[config.mk]
export PLATFORM = sky130hd
export DESIGN_NAME = line_burst_adapter
export DESIGN_NICKNAME = d
export VERILOG_FILES = /design/src/rtl/line_burst_pkg.sv /design/src/rtl/line_burst_adapter.sv
export SDC_FILE = /design/constraint.sdc
export NUM_CORES = 1
export LEC_CHECK = 0
export CAP_MARGIN = 30
export CORE_AREA = 2 2 277 279
export CTS_BUF_LIST = sky130_fd_sc_hd__clkbuf_4 sky130_fd_sc_hd__clkbuf_8
export CTS_CLUSTER_SIZE = 20
export DETAILED_ROUTE_END_ITERATION = 10
export DIE_AREA = 0 0 279 281
export PLACE_DENSITY_LB_ADDON = 0.2
export SYNTH_ARGS = -nofsm -noshare
export SYNTH_HDL_FRONTEND = slang
export SYNTH_SLANG_ARGS = --single-unit
[constraint.sdc]
create_clock -name clk -period 3.7 [get_ports clk]
set_clock_uncertainty 0.15 [all_clocks]
set_input_delay 1.11 -clock clk [delete_from_list [all_inputs] [get_ports clk]]
set_output_delay 1.11 -clock clk [all_outputs]
set_load 0.005 [all_outputs]
[src/rtl/line_burst_pkg.sv]
// rtl/line_burst_pkg.sv - shared types and sizes for the line/burst adapter
package line_burst_pkg;

    // Default geometry: one 256-bit cacheline moved as four 64-bit memory beats.
    localparam int S_LINE  = 256;
    localparam int S_BURST = 64;
    localparam int NBEAT   = S_LINE / S_BURST;

    // Adapter FSM states.
    typedef enum logic [1:0] {
        IDLE  = 2'd0,
        READ  = 2'd1,
        WRITE = 2'd2,
        DONE  = 2'd3
    } state_e;

endpackage : line_burst_pkg

[src/rtl/line_burst_adapter.sv]
// rtl/line_burst_adapter.sv - converts cacheline requests into 4-beat memory bursts
module line_burst_adapter #(
    parameter int S_LINE  = line_burst_pkg::S_LINE,
    parameter int S_BURST = line_burst_pkg::S_BURST
) (
    input  logic                clk,
    input  logic                rst,
    input  logic [S_LINE-1:0]   line_i,
    output logic [S_LINE-1:0]   line_o,
    input  logic [31:0]         address_i,
    input  logic                read_i,
    input  logic                write_i,
    output logic                resp_o,
    input  logic [S_BURST-1:0]  burst_i,
    output logic [S_BURST-1:0]  burst_o,
    output logic [31:0]         address_o,
    output logic                read_o,
    output logic                write_o,
    input  logic                resp_i
);

    import line_burst_pkg::*;

    localparam int N_BEAT = S_LINE / S_BURST;
    localparam int CNT_W  = (N_BEAT > 1) ? $clog2(N_BEAT) : 1;
    localparam int OFF_W  = $clog2(S_LINE / 8);
    localparam logic [CNT_W-1:0] LAST_BEAT = CNT_W'(N_BEAT - 1);

    state_e              state_q;
    state_e              state_d;
    logic [CNT_W-1:0]    cnt_q;
    logic [31:OFF_W]     addr_q;
    // Holds the writeback line during WRITE and the partially assembled fill during READ.
    logic [S_LINE-1:0]   line_buf;
    logic [S_LINE-1:0]   assembled;
    logic                last_beat;

    assign last_beat = resp_i && (cnt_q == LAST_BEAT);

    // State register.
    always_ff @(posedge clk or negedge rst) begin
        if (!rst) begin
            state_q <= IDLE;
        end else begin
            state_q <= state_d;
        end
    end

    // Next-state logic; write wins over read when both are requested.
    always_comb begin
        state_d = state_q;
        case (state_q)
            IDLE: begin
                if (write_i) begin
                    state_d = WRITE;
                end else if (read_i) begin
                    state_d = READ;
                end
            end
            READ, WRITE: begin
                if (last_beat) begin
                    state_d = DONE;
                end
            end
            DONE:    state_d = IDLE;
            default: state_d = IDLE;
        endcase
    end

    // Fill buffer with the current beat merged into its slot.
    always_comb begin
        assembled = line_buf;
        assembled[int'(cnt_q) * S_BURST +: S_BURST] = burst_i;
    end

    // Request latch, beat counter, assembly buffer and the published fill line.
    always_ff @(posedge clk or negedge rst) begin
        if (!rst) begin
            cnt_q    <= '0;
            addr_q   <= '0;
            line_buf <= '0;
            line_o   <= '0;
        end else begin
            case (state_q)
                IDLE: begin
                    cnt_q <= '0;
                    if (write_i) begin
                        addr_q   <= address_i[31:OFF_W];
                        line_buf <= line_i;
                    end else if (read_i) begin
                        addr_q <= address_i[31:OFF_W];
                    end
                end
                READ: begin
                    if (resp_i) begin
                        line_buf <= assembled;
                        cnt_q    <= cnt_q + CNT_W'(1);
                        // line_o only changes once the whole line is in.
                        if (cnt_q == LAST_BEAT) begin
                            line_o <= assembled;
                        end
                    end
                end
                WRITE: begin
                    if (resp_i) begin
                        cnt_q <= cnt_q + CNT_W'(1);
                    end
                end
                default: begin
                    cnt_q <= cnt_q;
                end
            endcase
        end
    end

    // Memory-side outputs decode directly from state and counter.
    always_comb begin
        address_o = {addr_q, {OFF_W{1'b0}}};
        read_o    = (state_q == READ);
        write_o   = (state_q == WRITE);
        resp_o    = (state_q == DONE);
        burst_o   = line_buf[int'(cnt_q) * S_BURST +: S_BURST];
    end

endmodule : line_burst_adapter

==> run_1/clock_nets.png <==
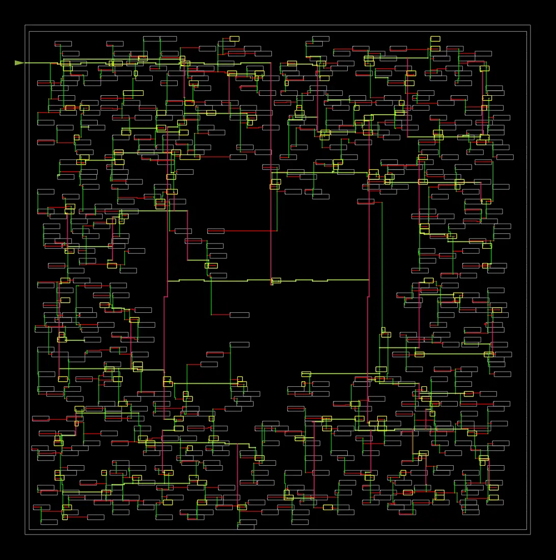
number of buffers created by CTS: 99
# clock sinks: 543
clock buf count: 159

==> run_1/class_map.png <==
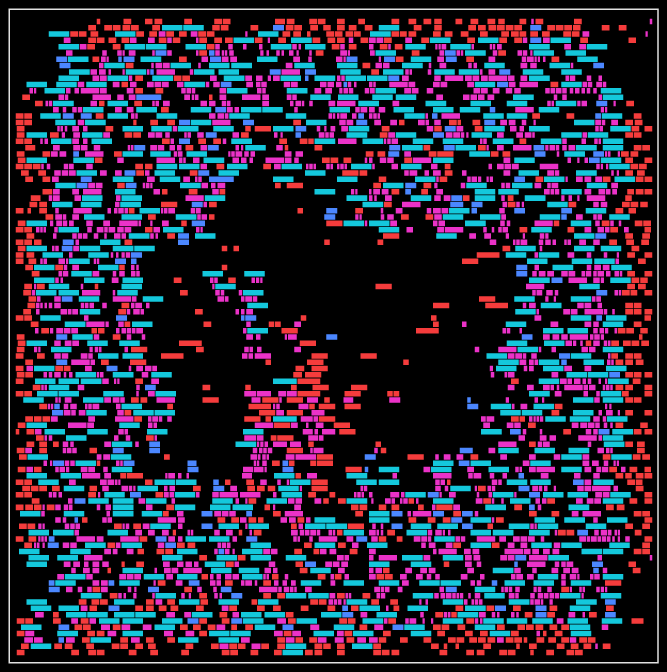
- red: remaining buffers and delay cells (cells 827)
- magenta: remaining logic cells (cells 1558)
- cyan: registers (cells 543)
- blue: clock drivers and dummy loads (cells 174)
register fraction of the total cell area: 0.367
Finished Core Util: 0.491
Final Instance Area: 0.0370 mm^2

==> run_1/clock_wires.png <==
Bar = 100 um.
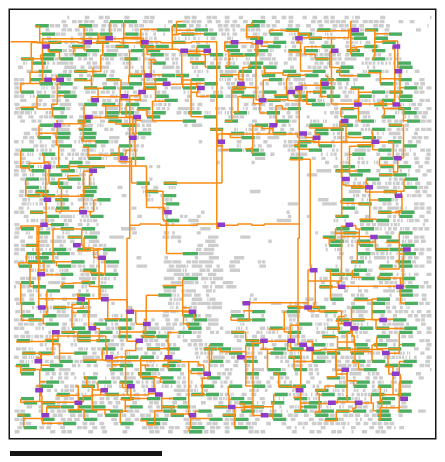
- green: flip-flops (count 543)
- orange: clock wires (length 8640 um)
- purple: clock-net drivers (count 99)
- flops lie: widely spread
- routed clock nets: 100
clock network power consumption: 6.33 mW
clock share of power: 0.203

==> run 1: power groups by stage <==
stage,logic [mW],registers (mW),clock network [mW]
5_1_grt,15.8,10.1,6.69
2_1_floorplan,7.42,9.43,0
3_5_place_dp,14.7,9.93,0
6_report,15.0,9.90,6.33
3_3_place_gp,14.4,9.84,0
4_1_cts,14.9,9.85,6.44
==> run 1: cell type report <==
type | instances | area (um^2) | share of cell area
Sequential cell | 543 | 13600 | 0.367
Multi-Input combinational cell | 1550 | 11400 | 0.307
Timing Repair Buffer | 827 | 8580 | 0.232
Clock buffer | 159 | 2020 | 0.0545
Tap cell | 978 | 1220 | 0.0330
Clock inverter | 15 | 165 | 0.00446
Inverter | 8 | 40.0 | 0.00108
Antenna cell | 11 | 27.5 | 0.000743
==> run_summary.xml, run 1 <==
<?xml version="1.0" encoding="UTF-8"?>
<metrics>
  <group name="route">
    <metric name="routedWlPerCell" unit="um">29.9</metric>
    <metric name="drtIter0Drc" unit="">2722</metric>
    <metric name="firstDrtPassIters" unit="">6</metric>
    <metric name="route.vias.total" unit="">25400</metric>
    <metric name="top_layer" unit="">met5</metric>
    <metric name="detail-route-antenna-nets" unit="">0</metric>
    <metric name="detailed_route_wirelength_on_metal2" unit="um">57000</metric>
    <metric name="drt_wl_total" unit="um">122000</metric>
    <metric name="met1_length" unit="um">48400</metric>
    <metric name="dr_wl_met3" unit="um">11700</metric>
    <metric name="drc" unit="">0</metric>
    <metric name="dr_vias_cell" unit="">6.21</metric>
  </group>
  <group name="run">
    <metric name="maxCapViolCount" unit="">0</metric>
    <metric name="warnings" unit="">42</metric>
  </group>
  <group name="placed_design">
    <metric name="final_wtd_congestion" unit="">0.867</metric>
    <metric name="postPlaceCellArea" unit="mm^2">0.0345</metric>
    <metric name="place_worst_setup_slack" unit="ns">0.363</metric>
    <metric name="place.port_buffers" unit="">701</metric>
    <metric name="place_inst" unit="">3877</metric>
    <metric name="dp_hpwl" unit="um">77100</metric>
  </group>
  <group name="final_timing">
    <metric name="setup_violations" unit="">0</metric>
    <metric name="rsz_0062_raised_after_global_routing" unit="">no</metric>
    <metric name="max_freq" unit="MHz">273</metric>
    <metric name="fin_tns_setup" unit="ns">0</metric>
    <metric name="holdWs" unit="ns">0.184</metric>
    <metric name="tightestPinTransition" unit="ns">0.991</metric>
    <metric name="min_period_over_period" unit="">0.989</metric>
    <metric name="final_hold_viol_count" unit="">0</metric>
    <metric name="timing.slew.headroom" unit="">0.339</metric>
    <metric name="timing.final.crit_period" unit="ns">3.66</metric>
    <metric name="timing.final.ws_setup" unit="ns">0.0419</metric>
    <metric name="final_max_slew_viol_count" unit="">0</metric>
  </group>
  <group name="layout">
    <metric name="num-fill-cells" unit="">6846</metric>
    <metric name="mostFrequentLayoutCells" unit="">sky130_fd_sc_hd__clkdlybuf4s50_1 (636), sky130_fd_sc_hd__dfrtp_1 (541), sky130_fd_sc_hd__a32oi_1 (209)</metric>
    <metric name="finish.net_count" unit="">3395</metric>
    <metric name="layoutNonFillerInstCount" unit="">4091</metric>
    <metric name="fraction_of_layout_instances_using_a_drive_strength_above_1" unit="">0.138</metric>
    <metric name="synthToLayoutAreaGrowth" unit="%">41.7</metric>
    <metric name="biggestRegsByFlops" unit="">line_buf (256), line_o (256), addr_q (27)</metric>
    <metric name="final_layout_top_logic_cell" unit="">sky130_fd_sc_hd__clkdlybuf4s50_1</metric>
  </group>
  <group name="pwr">
    <metric name="seqPwrFrac" unit="">0.318</metric>
    <metric name="p_int" unit="mW">18.6</metric>
    <metric name="power.static_leakage" unit="nW">14.8</metric>
    <metric name="power_switching_share" unit="">0.402</metric>
    <metric name="p_switching" unit="mW">12.5</metric>
    <metric name="power.share.combinational" unit="">0.479</metric>
    <metric name="irDropWorstVdd" unit="mV">0.491</metric>
    <metric name="post-layout-total-power" unit="mW">31.2</metric>
    <metric name="p_per_area" unit="mW/mm^2">842</metric>
  </group>
  <group name="floorplanning">
    <metric name="core_region_area" unit="mm^2">0.0754</metric>
    <metric name="die_w" unit="um">279</metric>
    <metric name="fp.dieArea" unit="mm^2">0.0784</metric>
    <metric name="die_y" unit="um">281</metric>
    <metric name="rows" unit="">101</metric>
    <metric name="io_pins" unit="">712</metric>
    <metric name="initial_utilization" unit="">0.347</metric>
  </group>
  <group name="yosys">
    <metric name="synth.cellmix.simpleShare" unit="">0.0905</metric>
    <metric name="ys_top_cells_by_area" unit="">sky130_fd_sc_hd__dfrtp_1 (52%), sky130_fd_sc_hd__a32oi_1 (7.0%), sky130_fd_sc_hd__o2bb2ai_1 (5.7%)</metric>
    <metric name="avgSynthCellArea" unit="um^2">11.0</metric>
    <metric name="synth-edff-count" unit="">0</metric>
    <metric name="synth-cells-yosys" unit="">2378</metric>
    <metric name="post_synth_main_logic_family" unit="">AND-OR/OR-AND gates</metric>
    <metric name="yosys.area_share.aoi" unit="">0.265</metric>
    <metric name="common_cells" unit="">sky130_fd_sc_hd__dfrtp_1 (543), sky130_fd_sc_hd__a32oi_1 (209), sky130_fd_sc_hd__nor2_1 (173), sky130_fd_sc_hd__o2bb2ai_1 (171), sky130_fd_sc_hd__buf_2 (132)</metric>
    <metric name="synth.area.mux_share" unit="">0.0684</metric>
    <metric name="ys_sh_adder" unit="">0.00431</metric>
    <metric name="postSynth.asyncResetShare" unit="">1.00</metric>
    <metric name="synthDominantAreaCellType" unit="">sky130_fd_sc_hd__dfrtp_1</metric>
    <metric name="synthesis.area" unit="mm^2">0.0261</metric>
    <metric name="numSynthFlops" unit="">543</metric>
    <metric name="netlist.top_cell.by_instances" unit="">sky130_fd_sc_hd__dfrtp_1</metric>
    <metric name="portion_of_the_post_synthesis_area_used_by_sequential_elements" unit="">0.520</metric>
    <metric name="post_synth_inst_count" unit="">2378</metric>
    <metric name="yosys-stat-area" unit="mm^2">0.0261</metric>
    <metric name="post_synth_xor_area_fraction" unit="">0</metric>
    <metric name="synth-warning-count" unit="">0</metric>
    <metric name="synth.top_cell.area_share" unit="">0.520</metric>
    <metric name="synthDistinctLibCells" unit="">41</metric>
    <metric name="ys.flop_type" unit="">sky130_fd_sc_hd__dfrtp_1</metric>
  </group>
  <group name="worst_setup_path">
    <metric name="worstPathCellList" unit="">buf_6 &gt; buf_16 &gt; buf_12 &gt; buf_4 &gt; mux4_2 &gt; buf_6</metric>
    <metric name="cp_data_arrival_time" unit="ns">2.40</metric>
    <metric name="slowest_stage" unit="">sky130_fd_sc_hd__dfrtp_4</metric>
    <metric name="setup.worst_path.class" unit="">flop to primary output</metric>
    <metric name="worst_r2r_startpoint" unit="">cnt_q[0]</metric>
    <metric name="timing.critical_path.mode_cell" unit="">sky130_fd_sc_hd__buf_6</metric>
    <metric name="crit_buf_inv" unit="">5</metric>
    <metric name="rr_worst_depth" unit="">10</metric>
    <metric name="cp_data_required_time" unit="ns">2.44</metric>
    <metric name="ff2ff_setup_slack" unit="ns">0.18</metric>
    <metric name="cell_depth_of_the_worst_setup_path" unit="">6</metric>
    <metric name="timing.rr.end" unit="">line_o[234]</metric>
    <metric name="worst_setup_path_start_kind" unit="">flop</metric>
    <metric name="crit_start" unit="">cnt_q[0]</metric>
    <metric name="critPathMaxStageDelay" unit="ns">0.50</metric>
    <metric name="critical_path.endpoint_type" unit="">primary output</metric>
    <metric name="cp-endpoint" unit="">burst_o[16]</metric>
    <metric name="path_delay_family" unit="">buffers and inverters</metric>
    <metric name="worst-path-max-fanout" unit="">4</metric>
  </group>
  <group name="global_route">
    <metric name="grt_util_met2" unit="">0.484</metric>
    <metric name="gr-usage-met3" unit="">0.0681</metric>
    <metric name="grt_pass1_wl" unit="um">177000</metric>
    <metric name="globalRoute.totalOverflow" unit="">0</metric>
    <metric name="via_count_of_the_first_global_routing_pass" unit="">25800</metric>
    <metric name="grt_usage" unit="">0.304</metric>
    <metric name="gr_layer_usage_met1" unit="">0.397</metric>
    <metric name="number_of_antenna_violations_at_the_first_check_in_global_routing" unit="">20</metric>
    <metric name="grt_start_max_net_pins" unit="">129</metric>
    <metric name="global_route.peak_usage_layer" unit="">met2</metric>
  </group>
  <group name="min_path">
    <metric name="min_path_type" unit="">input pin to async pin</metric>
  </group>
  <group name="clocking">
    <metric name="htreeDepth" unit="">3</metric>
    <metric name="clk_path_buf_depth" unit="">3</metric>
    <metric name="clk_latency" unit="ns">0.70</metric>
    <metric name="cts_repair_resize_count" unit="">126</metric>
    <metric name="post-cts-setup-buffers" unit="">22</metric>
    <metric name="clk_pin_slew" unit="ns">0.06</metric>
    <metric name="clock_tree.root_cell" unit="">sky130_fd_sc_hd__clkbuf_8</metric>
    <metric name="hold_bufs_at_cts" unit="">0</metric>
    <metric name="tritoncts_clock_tree" unit="">yes</metric>
  </group>
  <group name="run_status">
    <metric name="result_of_the_run" unit="">complete, no violations</metric>
  </group>
</metrics>
## Run 2: what changed since run 1
--- a/config.mk
+++ b/config.mk
@@ -11,6 +11,7 @@
 export CTS_CLUSTER_SIZE = 20
 export DETAILED_ROUTE_END_ITERATION = 10
 export DIE_AREA = 0 0 279 281
+export GPL_ROUTABILITY_DRIVEN = 0
 export PLACE_DENSITY_LB_ADDON = 0.2
 export SYNTH_ARGS = -nofsm -noshare
 export SYNTH_HDL_FRONTEND = slang
==> run_2/clock_wires.png <==
Bar = 100 um.
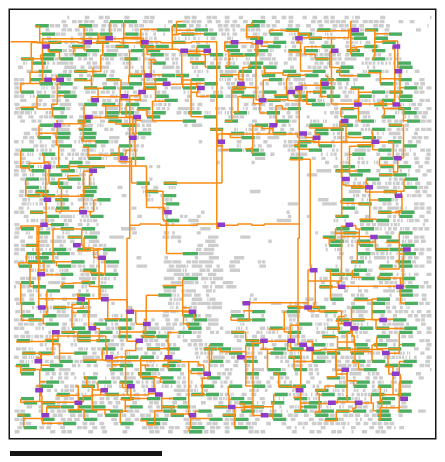
- green: flip-flops (count 543)
- purple: clock-net drivers (count 99)
- orange: clock wires (length 8640 um)
- routed clock nets: 100
- flops lie: widely spread
latest clock arrival within the worst-skew pair: 0.70 ns

==> run 2 against run 1 <==
Net effect: design area did not move; clock-buffer cell count did not move; critical path type unchanged; non-clock buffer count did not move; die size did not move; register-to-register slack barely moved; clock power barely moved; cell count did not move; hold slack did not move; largest power group unchanged; utilization did not move; critical endpoint unchanged; sequential power barely moved.
==> run_summary.xml, run 2 <==
<?xml version="1.0" encoding="UTF-8"?>
<metrics>
  <group name="layout">
    <metric name="layoutNonFillerInstCount" unit="">4091</metric>
    <metric name="layout.clock_buffers" unit="">159</metric>
    <metric name="bufAreaShareNonClock" unit="">0.232</metric>
    <metric name="biggestRegsByFlops" unit="">line_buf (256), line_o (256), addr_q (27)</metric>
    <metric name="n_multi_input_combinational_cell" unit="">1550</metric>
    <metric name="final_layout_top_logic_cell" unit="">sky130_fd_sc_hd__clkdlybuf4s50_1</metric>
    <metric name="multiInputGateArea" unit="mm^2">0.0114</metric>
    <metric name="antenna-diode-count" unit="">11</metric>
    <metric name="layout.area.top_class" unit="">sequential cells</metric>
    <metric name="seq_area_frac" unit="">0.367</metric>
    <metric name="clock_tree_area_fraction" unit="">0.0590</metric>
    <metric name="seq_cells" unit="">543</metric>
    <metric name="fraction_of_layout_instances_using_a_drive_strength_above_1" unit="">0.138</metric>
    <metric name="num-fill-cells" unit="">6846</metric>
    <metric name="ff_latch_area" unit="mm^2">0.0136</metric>
    <metric name="nonClockInverterCount" unit="">8</metric>
    <metric name="mostFrequentLayoutCells" unit="">sky130_fd_sc_hd__clkdlybuf4s50_1 (636), sky130_fd_sc_hd__dfrtp_1 (541), sky130_fd_sc_hd__a32oi_1 (209)</metric>
    <metric name="post-route-util" unit="">0.491</metric>
    <metric name="fin_area" unit="mm^2">0.0370</metric>
    <metric name="finish.net_count" unit="">3395</metric>
    <metric name="synthToLayoutAreaGrowth" unit="%">41.7</metric>
    <metric name="logic_share_of_the_area" unit="">0.307</metric>
    <metric name="buffers" unit="">827</metric>
  </group>
  <group name="clocking">
    <metric name="hold_bufs_at_cts" unit="">0</metric>
    <metric name="clk_pin_slew" unit="ns">0.06</metric>
    <metric name="clk_path_buf_depth" unit="">3</metric>
    <metric name="numClockSinks" unit="">543</metric>
    <metric name="number_of_buffers_created_by_cts" unit="">99</metric>
    <metric name="htreeDepth" unit="">3</metric>
    <metric name="cts_repair_resize_count" unit="">126</metric>
    <metric name="tritoncts_clock_tree" unit="">yes</metric>
    <metric name="clock_tree.root_cell" unit="">sky130_fd_sc_hd__clkbuf_8</metric>
    <metric name="post-cts-setup-buffers" unit="">22</metric>
  </group>
  <group name="yosys">
    <metric name="synth-edff-count" unit="">0</metric>
    <metric name="ys_top_cells_by_area" unit="">sky130_fd_sc_hd__dfrtp_1 (52%), sky130_fd_sc_hd__a32oi_1 (7.0%), sky130_fd_sc_hd__o2bb2ai_1 (5.7%)</metric>
    <metric name="numSynthFlops" unit="">543</metric>
    <metric name="synthesis.area" unit="mm^2">0.0261</metric>
    <metric name="portion_of_the_post_synthesis_area_used_by_sequential_elements" unit="">0.520</metric>
    <metric name="common_cells" unit="">sky130_fd_sc_hd__dfrtp_1 (543), sky130_fd_sc_hd__a32oi_1 (209), sky130_fd_sc_hd__nor2_1 (173), sky130_fd_sc_hd__o2bb2ai_1 (171), sky130_fd_sc_hd__buf_2 (132)</metric>
    <metric name="avgSynthCellArea" unit="um^2">11.0</metric>
    <metric name="yosys-stat-area" unit="mm^2">0.0261</metric>
    <metric name="netlist.top_cell.by_instances" unit="">sky130_fd_sc_hd__dfrtp_1</metric>
    <metric name="synth.top_cell.area_share" unit="">0.520</metric>
    <metric name="postSynth.asyncResetShare" unit="">1.00</metric>
    <metric name="synthDominantAreaCellType" unit="">sky130_fd_sc_hd__dfrtp_1</metric>
    <metric name="ys.flop_type" unit="">sky130_fd_sc_hd__dfrtp_1</metric>
    <metric name="synth-warning-count" unit="">0</metric>
    <metric name="post_synth_inst_count" unit="">2378</metric>
    <metric name="synthDistinctLibCells" unit="">41</metric>
    <metric name="synth-cells-yosys" unit="">2378</metric>
  </group>
  <group name="final_timing">
    <metric name="holdWs" unit="ns">0.184</metric>
    <metric name="tightestPinTransition" unit="ns">0.991</metric>
    <metric name="final_max_slew_viol_count" unit="">0</metric>
    <metric name="min_period_over_period" unit="">0.989</metric>
    <metric name="timing.final.crit_period" unit="ns">3.66</metric>
    <metric name="timing.slew.headroom" unit="">0.339</metric>
    <metric name="timing.final.ws_setup" unit="ns">0.0419</metric>
    <metric name="rsz_0062_raised_after_global_routing" unit="">no</metric>
    <metric name="max_freq" unit="MHz">273</metric>
    <metric name="fin_tns_setup" unit="ns">0</metric>
    <metric name="final_hold_viol_count" unit="">0</metric>
    <metric name="setup_violations" unit="">0</metric>
  </group>
  <group name="floorplanning">
    <metric name="fp.dieArea" unit="mm^2">0.0784</metric>
    <metric name="rows" unit="">101</metric>
    <metric name="die_y" unit="um">281</metric>
    <metric name="initial_utilization" unit="">0.347</metric>
    <metric name="tap-cell-count" unit="">978</metric>
    <metric name="die_w" unit="um">279</metric>
    <metric name="core_region_area" unit="mm^2">0.0754</metric>
    <metric name="io_pins" unit="">712</metric>
  </group>
  <group name="global_route">
    <metric name="gr-usage-met3" unit="">0.0681</metric>
    <metric name="global_route.peak_usage_layer" unit="">met2</metric>
    <metric name="gr_layer_usage_met1" unit="">0.397</metric>
    <metric name="grt_usage" unit="">0.304</metric>
    <metric name="via_count_of_the_first_global_routing_pass" unit="">25800</metric>
    <metric name="number_of_antenna_violations_at_the_first_check_in_global_routing" unit="">20</metric>
    <metric name="globalRoute.totalOverflow" unit="">0</metric>
    <metric name="grt_start_max_net_pins" unit="">129</metric>
    <metric name="grt_util_met2" unit="">0.484</metric>
    <metric name="grt_pass1_wl" unit="um">177000</metric>
  </group>
  <group name="worst_setup_path">
    <metric name="critPathMaxStageDelay" unit="ns">0.50</metric>
    <metric name="timing.critical_path.mode_cell" unit="">sky130_fd_sc_hd__buf_6</metric>
    <metric name="setup.worst_path.class" unit="">flop to primary output</metric>
    <metric name="worstPathCellList" unit="">buf_6 &gt; buf_16 &gt; buf_12 &gt; buf_4 &gt; mux4_2 &gt; buf_6</metric>
    <metric name="path_delay_family" unit="">buffers and inverters</metric>
    <metric name="cp_data_arrival_time" unit="ns">2.40</metric>
    <metric name="worst_setup_path_start_kind" unit="">flop</metric>
    <metric name="cp_data_required_time" unit="ns">2.44</metric>
    <metric name="crit_buf_inv" unit="">5</metric>
    <metric name="critical_path.endpoint_type" unit="">primary output</metric>
    <metric name="worst-path-max-fanout" unit="">4</metric>
    <metric name="slowest_stage" unit="">sky130_fd_sc_hd__dfrtp_4</metric>
  </group>
  <group name="min_path">
    <metric name="min_path_type" unit="">input pin to async pin</metric>
  </group>
  <group name="route">
    <metric name="route.vias.total" unit="">25400</metric>
    <metric name="firstDrtPassIters" unit="">6</metric>
    <metric name="met1_length" unit="um">48400</metric>
    <metric name="detailed_route_wirelength_on_metal2" unit="um">57000</metric>
    <metric name="drc" unit="">0</metric>
    <metric name="dr_wl_met3" unit="um">11700</metric>
    <metric name="drtIter0Drc" unit="">2722</metric>
    <metric name="detail-route-antenna-nets" unit="">0</metric>
    <metric name="dr_vias_cell" unit="">6.21</metric>
    <metric name="routedWlPerCell" unit="um">29.9</metric>
    <metric name="drt_wl_total" unit="um">122000</metric>
    <metric name="top_layer" unit="">met5</metric>
  </group>
  <group name="run">
    <metric name="maxCapViolCount" unit="">0</metric>
    <metric name="warnings" unit="">42</metric>
  </group>
  <group name="pwr">
    <metric name="power.static_leakage" unit="nW">14.8</metric>
    <metric name="irDropWorstVdd" unit="mV">0.491</metric>
    <metric name="p_per_area" unit="mW/mm^2">842</metric>
    <metric name="post-layout-total-power" unit="mW">31.2</metric>
  </group>
  <group name="placed_design">
    <metric name="dp_hpwl" unit="um">77100</metric>
    <metric name="place_worst_setup_slack" unit="ns">0.363</metric>
    <metric name="place.port_buffers" unit="">701</metric>
    <metric name="postPlaceCellArea" unit="mm^2">0.0345</metric>
    <metric name="place_inst" unit="">3877</metric>
  </group>
  <group name="run_status">
    <metric name="result_of_the_run" unit="">complete, no violations</metric>
  </group>
</metrics>
## run 2: cell counts after synthesis
No cell type changed its count.
## run 2: worst paths after layout
path	startpoint	endpoint	slack, ns	cells after the start
min in group clk	line_buf[238]	line_buf[238]	0.33	1
worst min register to register	line_buf[238]	line_buf[238]	0.33	1
worst max register to register	cnt_q[0]	line_o[234]	0.18	10
worst max-delay path	cnt_q[0]	burst_o[16]	0.04	6
worst min-delay path	rst	line_o[247]	0.18	1
max in group asynchronous	rst	line_o[87]	2.19	3
## run 2: logic make-up after synthesis
family          synth area share
compound gates             0.265
simple gates              0.0905
fa+ha+maj                0.00431
flops                      0.520
mux                       0.0684
buf+inv                   0.0517
other cells             0.000143
## run 2: report_power, final
group	total [mW]	internal, mW	switching (mW)
logic	15.0	6.82	8.13
clock network	6.33	3.59	2.74
registers	9.90	8.24	1.66
Power figures rest on the tool's default switching activity, not on a simulated workload.
